--- src/rtl/secure_arb_pkg.sv ---
// Shared parameters, slot encoding and request-buffer layout for the
// two-domain time-division register arbiter.
package secure_arb_pkg;
    localparam int DW   = 16;
    localparam int AW   = 2;
    localparam int NENT = 1 << AW;

    localparam logic SLOT_L = 1'b0;
    localparam logic SLOT_H = 1'b1;

    typedef struct packed {
        logic          we;
        logic [AW-1:0] idx;
        logic [DW-1:0] wdata;
    } req_t;
endpackage

--- src/rtl/secure_array_arbiter_if.sv ---
// Request/response handshake bundle for one security domain.
interface secure_array_arbiter_if;
    import secure_arb_pkg::*;

    logic          req_valid;
    logic          req_ready;
    logic          req_we;
    logic [AW-1:0] req_idx;
    logic [DW-1:0] req_wdata;
    logic          rsp_valid;
    logic [DW-1:0] rsp_rdata;

    modport master (
        output req_valid, req_we, req_idx, req_wdata,
        input  req_ready, rsp_valid, rsp_rdata
    );

    modport slave (
        input  req_valid, req_we, req_idx, req_wdata,
        output req_ready, rsp_valid, rsp_rdata
    );
endinterface

--- src/rtl/arb_domain_port.sv ---
// One domain's request buffer, private bank and response registers.
// Everything in here is labelled with the owning domain; only slot/reset are shared.
module arb_domain_port
    import secure_arb_pkg::*;
#(
    parameter logic OWN_SLOT = SLOT_L
) (
    input  logic clk,
    input  logic reset,
    input  logic slot,
    secure_array_arbiter_if.slave bus
);
    req_t          req_buf_reg;
    logic          buf_valid_reg;
    logic [DW-1:0] bank_reg [NENT];
    logic          rsp_valid_reg;
    logic [DW-1:0] rsp_rdata_reg;

    logic my_slot;
    logic service;
    logic accept;

    assign my_slot = (slot == OWN_SLOT);
    assign service = buf_valid_reg && my_slot;
    // The buffer is free either when empty or when it drains this cycle.
    assign bus.req_ready = reset || !buf_valid_reg || my_slot;
    assign accept        = bus.req_valid && bus.req_ready;

    always_ff @(posedge clk) begin
        if (reset) begin
            buf_valid_reg <= 1'b0;
            req_buf_reg   <= '0;
        end else if (accept) begin
            buf_valid_reg <= 1'b1;
            req_buf_reg   <= '{we: bus.req_we, idx: bus.req_idx, wdata: bus.req_wdata};
        end else if (service) begin
            buf_valid_reg <= 1'b0;
        end
    end

    always_ff @(posedge clk) begin
        for (int i = 0; i < NENT; i++) begin
            if (reset) begin
                bank_reg[i] <= '0;
            end else if (service && req_buf_reg.we && (req_buf_reg.idx == AW'(i))) begin
                bank_reg[i] <= req_buf_reg.wdata;
            end
        end
    end

    always_ff @(posedge clk) begin
        if (reset) begin
            rsp_valid_reg <= 1'b0;
            rsp_rdata_reg <= '0;
        end else begin
            rsp_valid_reg <= service;
            rsp_rdata_reg <= (service && !req_buf_reg.we) ? bank_reg[req_buf_reg.idx] : '0;
        end
    end

    assign bus.rsp_valid = rsp_valid_reg;
    assign bus.rsp_rdata = rsp_rdata_reg;
endmodule

--- src/rtl/secure_array_arbiter.sv ---
// Fixed TDM arbiter: slot alternates L/H every cycle regardless of demand,
// so H traffic cannot influence anything the L domain observes.
module secure_array_arbiter
    import secure_arb_pkg::*;
(
    input  logic clk,
    input  logic reset,
    output logic slot,
    secure_array_arbiter_if.slave l_port,
    secure_array_arbiter_if.slave h_port
);
    logic slot_reg;

    always_ff @(posedge clk) begin
        if (reset) begin
            slot_reg <= SLOT_L;
        end else begin
            slot_reg <= ~slot_reg;
        end
    end

    assign slot = slot_reg;

    arb_domain_port #(.OWN_SLOT(SLOT_L)) u_l_port (
        .clk   (clk),
        .reset (reset),
        .slot  (slot_reg),
        .bus   (l_port)
    );

    arb_domain_port #(.OWN_SLOT(SLOT_H)) u_h_port (
        .clk   (clk),
        .reset (reset),
        .slot  (slot_reg),
        .bus   (h_port)
    );
endmodule
--- src/flat_wrapper.sv ---
// flat-port wrapper written by rule: the top's interface ports become plain ports
module secure_array_arbiter_flat import secure_arb_pkg::*;
  (clk, reset, slot, l_port_req_valid, l_port_req_we, l_port_req_idx, l_port_req_wdata, l_port_req_ready, l_port_rsp_valid, l_port_rsp_rdata, h_port_req_valid, h_port_req_we, h_port_req_idx, h_port_req_wdata, h_port_req_ready, h_port_rsp_valid, h_port_rsp_rdata);
  secure_array_arbiter_if l_port_i ();
  secure_array_arbiter_if h_port_i ();
  input  logic clk;
  input  logic reset;
  output logic slot;
  input wire logic [$bits(l_port_i.req_valid)-1:0] l_port_req_valid;
  input wire logic [$bits(l_port_i.req_we)-1:0] l_port_req_we;
  input wire logic [$bits(l_port_i.req_idx)-1:0] l_port_req_idx;
  input wire logic [$bits(l_port_i.req_wdata)-1:0] l_port_req_wdata;
  output wire logic [$bits(l_port_i.req_ready)-1:0] l_port_req_ready;
  output wire logic [$bits(l_port_i.rsp_valid)-1:0] l_port_rsp_valid;
  output wire logic [$bits(l_port_i.rsp_rdata)-1:0] l_port_rsp_rdata;
  input wire logic [$bits(h_port_i.req_valid)-1:0] h_port_req_valid;
  input wire logic [$bits(h_port_i.req_we)-1:0] h_port_req_we;
  input wire logic [$bits(h_port_i.req_idx)-1:0] h_port_req_idx;
  input wire logic [$bits(h_port_i.req_wdata)-1:0] h_port_req_wdata;
  output wire logic [$bits(h_port_i.req_ready)-1:0] h_port_req_ready;
  output wire logic [$bits(h_port_i.rsp_valid)-1:0] h_port_rsp_valid;
  output wire logic [$bits(h_port_i.rsp_rdata)-1:0] h_port_rsp_rdata;
  assign l_port_i.req_valid = l_port_req_valid;
  assign l_port_i.req_we = l_port_req_we;
  assign l_port_i.req_idx = l_port_req_idx;
  assign l_port_i.req_wdata = l_port_req_wdata;
  assign l_port_req_ready = l_port_i.req_ready;
  assign l_port_rsp_valid = l_port_i.rsp_valid;
  assign l_port_rsp_rdata = l_port_i.rsp_rdata;
  assign h_port_i.req_valid = h_port_req_valid;
  assign h_port_i.req_we = h_port_req_we;
  assign h_port_i.req_idx = h_port_req_idx;
  assign h_port_i.req_wdata = h_port_req_wdata;
  assign h_port_req_ready = h_port_i.req_ready;
  assign h_port_rsp_valid = h_port_i.rsp_valid;
  assign h_port_rsp_rdata = h_port_i.rsp_rdata;
  secure_array_arbiter u_core (.clk(clk), .reset(reset), .slot(slot), .l_port(l_port_i), .h_port(h_port_i));
endmodule
--- config.mk ---
export PLATFORM = sky130hd
export DESIGN_NAME = secure_array_arbiter_flat
export DESIGN_NICKNAME = d
export VERILOG_FILES = /design/src/rtl/secure_arb_pkg.sv /design/src/rtl/secure_array_arbiter_if.sv /design/src/rtl/arb_domain_port.sv /design/src/rtl/secure_array_arbiter.sv /design/src/flat_wrapper.sv
export SDC_FILE = /design/constraint.sdc
export NUM_CORES = 1
export LEC_CHECK = 0
export CORE_UTILIZATION = 31
export CTS_CLUSTER_DIAMETER = 120
export CTS_CLUSTER_SIZE = 30
export DETAILED_ROUTE_END_ITERATION = 7
export DONT_BUFFER_PORTS = 1
export HOLD_SLACK_MARGIN = 0.12
export PLACE_DENSITY = 0.48
export SLEW_MARGIN = 40
export SYNTH_ARGS = -nofsm -noshare
export SYNTH_HDL_FRONTEND = slang
export SYNTH_SLANG_ARGS = --single-unit
--- constraint.sdc ---
create_clock -name clk -period 2.44 [get_ports clk]
set_input_delay 0.488 -clock clk [delete_from_list [all_inputs] [get_ports clk]]
set_output_delay 0.488 -clock clk [all_outputs]
set_load 0.005 [all_outputs]
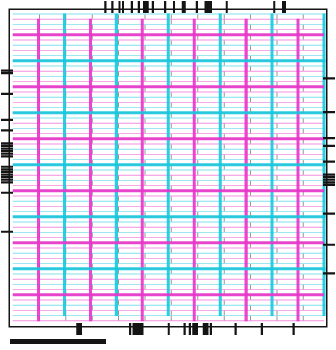
power_grid.png
Scale bar: 50 um. Pins as bars on the die edge. Tap cells in gray.
Key: cyan = VDD; magenta = VSS
12 straps on met4. 11 straps on met5.
core area: 26100 um^2
Peak VDD IR: 362 uV
die height: 165 um
Die X: 165 um

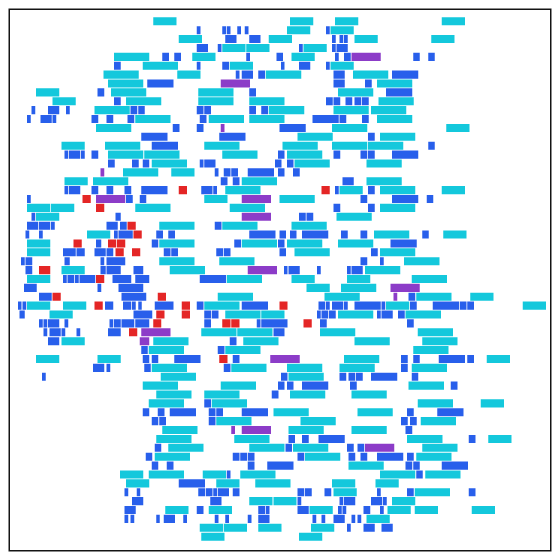
placement_by_type.png
Key: red = remaining buffers and delay cells [cells 26, share of their area 2.3%]; purple = clock drivers and dummy loads [cells 16, share of their area 3.5%]; cyan = sequential cells [cells 203, share of their area 62%]; blue = combinational and other logic [cells 350, share of their area 32%]
post-route cell area: 9040 um^2
Final Core Density: 34.6%

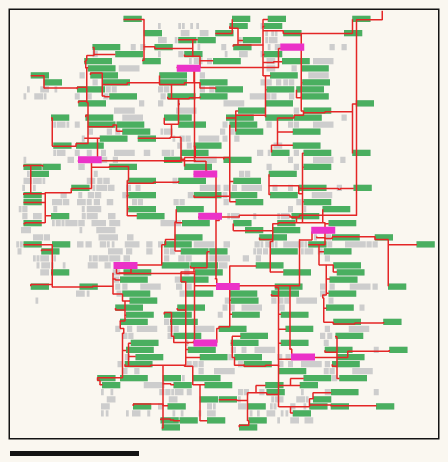
clk_routes.png
Scale bar: 50 um.
Key: magenta = clock drivers [count 10]; green = flip-flops [count 203]; red = clock wires [length 2400 um]
There are 11 routed clock nets.
Clock Latency Late Sink: 0.47 ns
Clock group: 1.92 mW
Setup Skew: 0.0170 ns
clock power share: 31.2%

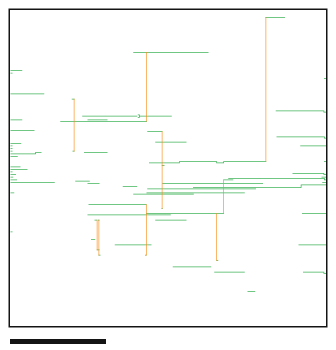
wires.png
Scale bar: 50 um. Only two layers are drawn.
Key: green = metal 3 [wire length 1030 um]; orange = metal 4 [wire length 282 um]
WL per Instance: 18.9 um
All-Layer GR Usage: 13.2%
DR vias: 4316

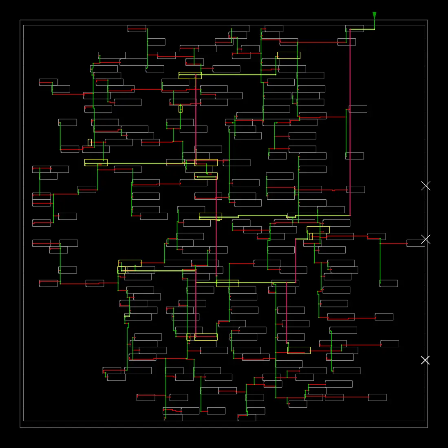
clocks.png
sequential cell count: 203
CTS buffer count: 10

worst max-delay path, delay by kind of cell, from the launching register on:
| kind | cells | cell delay [ns] |
|---|---|---|
| and+or+nand+nor | 3 | 1.26 |
| buffers and inverters | 1 | 0.23 |
| DFF | 1 | 0.43 |
layer usage:
metal	up-vias	global-route usage, %	wire length [um]
li1	2043	-	-
met4	0	3.51	281
met2	97	22.4	8600
met1	2156	17.4	7740
met5	-	0	0
met3	20	2.35	1030
power groups by stage:
stage	combinational [mW]	clock (mW)	sequential, mW
finish	0.398	1.92	3.84
global route	0.435	2.10	3.86
floorplan	0.304	0	3.89
CTS	0.412	1.99	3.84
detailed placement	0.408	0	3.92
global placement	0.398	0	3.91
==> flow_summary.toml <==
# synthesis and place-and-route metrics
[yosys]
ys_types = 31
yosys.area.top_type_share_pct = 46.5
syn_nets = 627
yosys-stat-area_um2 = 8270
mux_share_pct = 13.3
yosysSeqAreaShare_pct = 64.7
common_cells = "130 x and2_1, 128 x edfxtp_1, 82 x nand2_1"
synth_warnings = 0
synth_cells = 585
logic_family = "simple AND/OR/NAND/NOR gates"
ys.flop_type = "edfxtp_1"
yosys-stat-cells = 585
avgSynthCellArea_um2 = 14.1
edf_count = 128
synthAoiAreaFrac_pct = 0.999

[grt]
antenna_found_initial = 1
grt_remaining_overflow = 0
grt_pass1_wl_um = 26700
grt_pass1_vias = 4582

[layout]
fin_nets = 633
dominant-cell-class = "flip-flops and latches"
syn_to_final_growth_pct = 9.31
clk_share_pct = 3.31
seq_area_um2 = 5350
comb-cell-share_pct = 30.6
lay_top_cells = "130 x and2_1, 128 x edfxtp_1, 82 x nand2_1"
n_clock_buffer = 15
finalNonFillerCells = 932
inv_count = 2
n_antenna_cell = 2
comb_cells = 348
drive_above_1_share_pct = 15.0
logic_area_um2 = 2760

[setup_path]
crit-reg2reg-capture = "u_core.u_l_port.bank_reg[1][13]"
path_cells = "buf_4 > or3b_4 > nor3_4 > and2_1"
endpoint = "u_core.u_l_port.bank_reg[1][13]"
crit_fanout = 16
startpoint_type = "flip-flop"
cp_slowest_cell = "nor3_4"
r2r_cells = 4
startpoint = "u_core.slot"
arrival_ns = 2.39
critPathMaxStageDelay_ns = 0.60
critPathKind = "reg2reg"

[route]
initialDrtViolationCount = 263
wl_um = 17700
drt_first_pass_iters = 6
viasPerCell = 4.63
antenna_left = 0
drc = 12

[run]
warnings = 26
cap_violations = 0

[power]
power_frac_comb_pct = 6.5
leakagePower_nw = 3.26
p_int_mw = 4.79
power_density_nw_per_um2 = 682
p_sw_mw = 1.37

[min_path]
holdPathStages = 2
holdPathEnd = "u_core.u_h_port.buf_valid_reg"
hp-start = "h_port_req_valid"
worstHoldPathType = "in2reg"

[sta]
hold_violations = 0
slew_viol_final = 0
max_slew_margin_pct = 48.8
rsz0062_at_grt = "false"
fmax_ghz = 0.484
worst_pin_slew_ns = 0.765
fin_ws_ns = 0.376
whs_ns = 0.135
setup_viol = 0
period_minus_slack_ns = 2.06
finalSetupTns_ns = 0

[die]
die_area_um2 = 27300
taps = 335
rows = 59
io_pins = 79
fp_util_pct = 31.6

[cts]
htreeDepth = 1
tritoncts = "yes"
cts_setup_buffers = 0
cts_resized = 0
clk_path_buf_depth = 3
holdBufCountCts = 1

[placed_design]
postPlaceCellArea_um2 = 8720
gp_congestion = 0.682
dp_slack_ns = 0.353
dpl.hpwl_um = 11100

[run_status]
outcome = "finished, violations left"
violations = "design-rule violations"
Power is estimated from default activity; no workload was simulated.
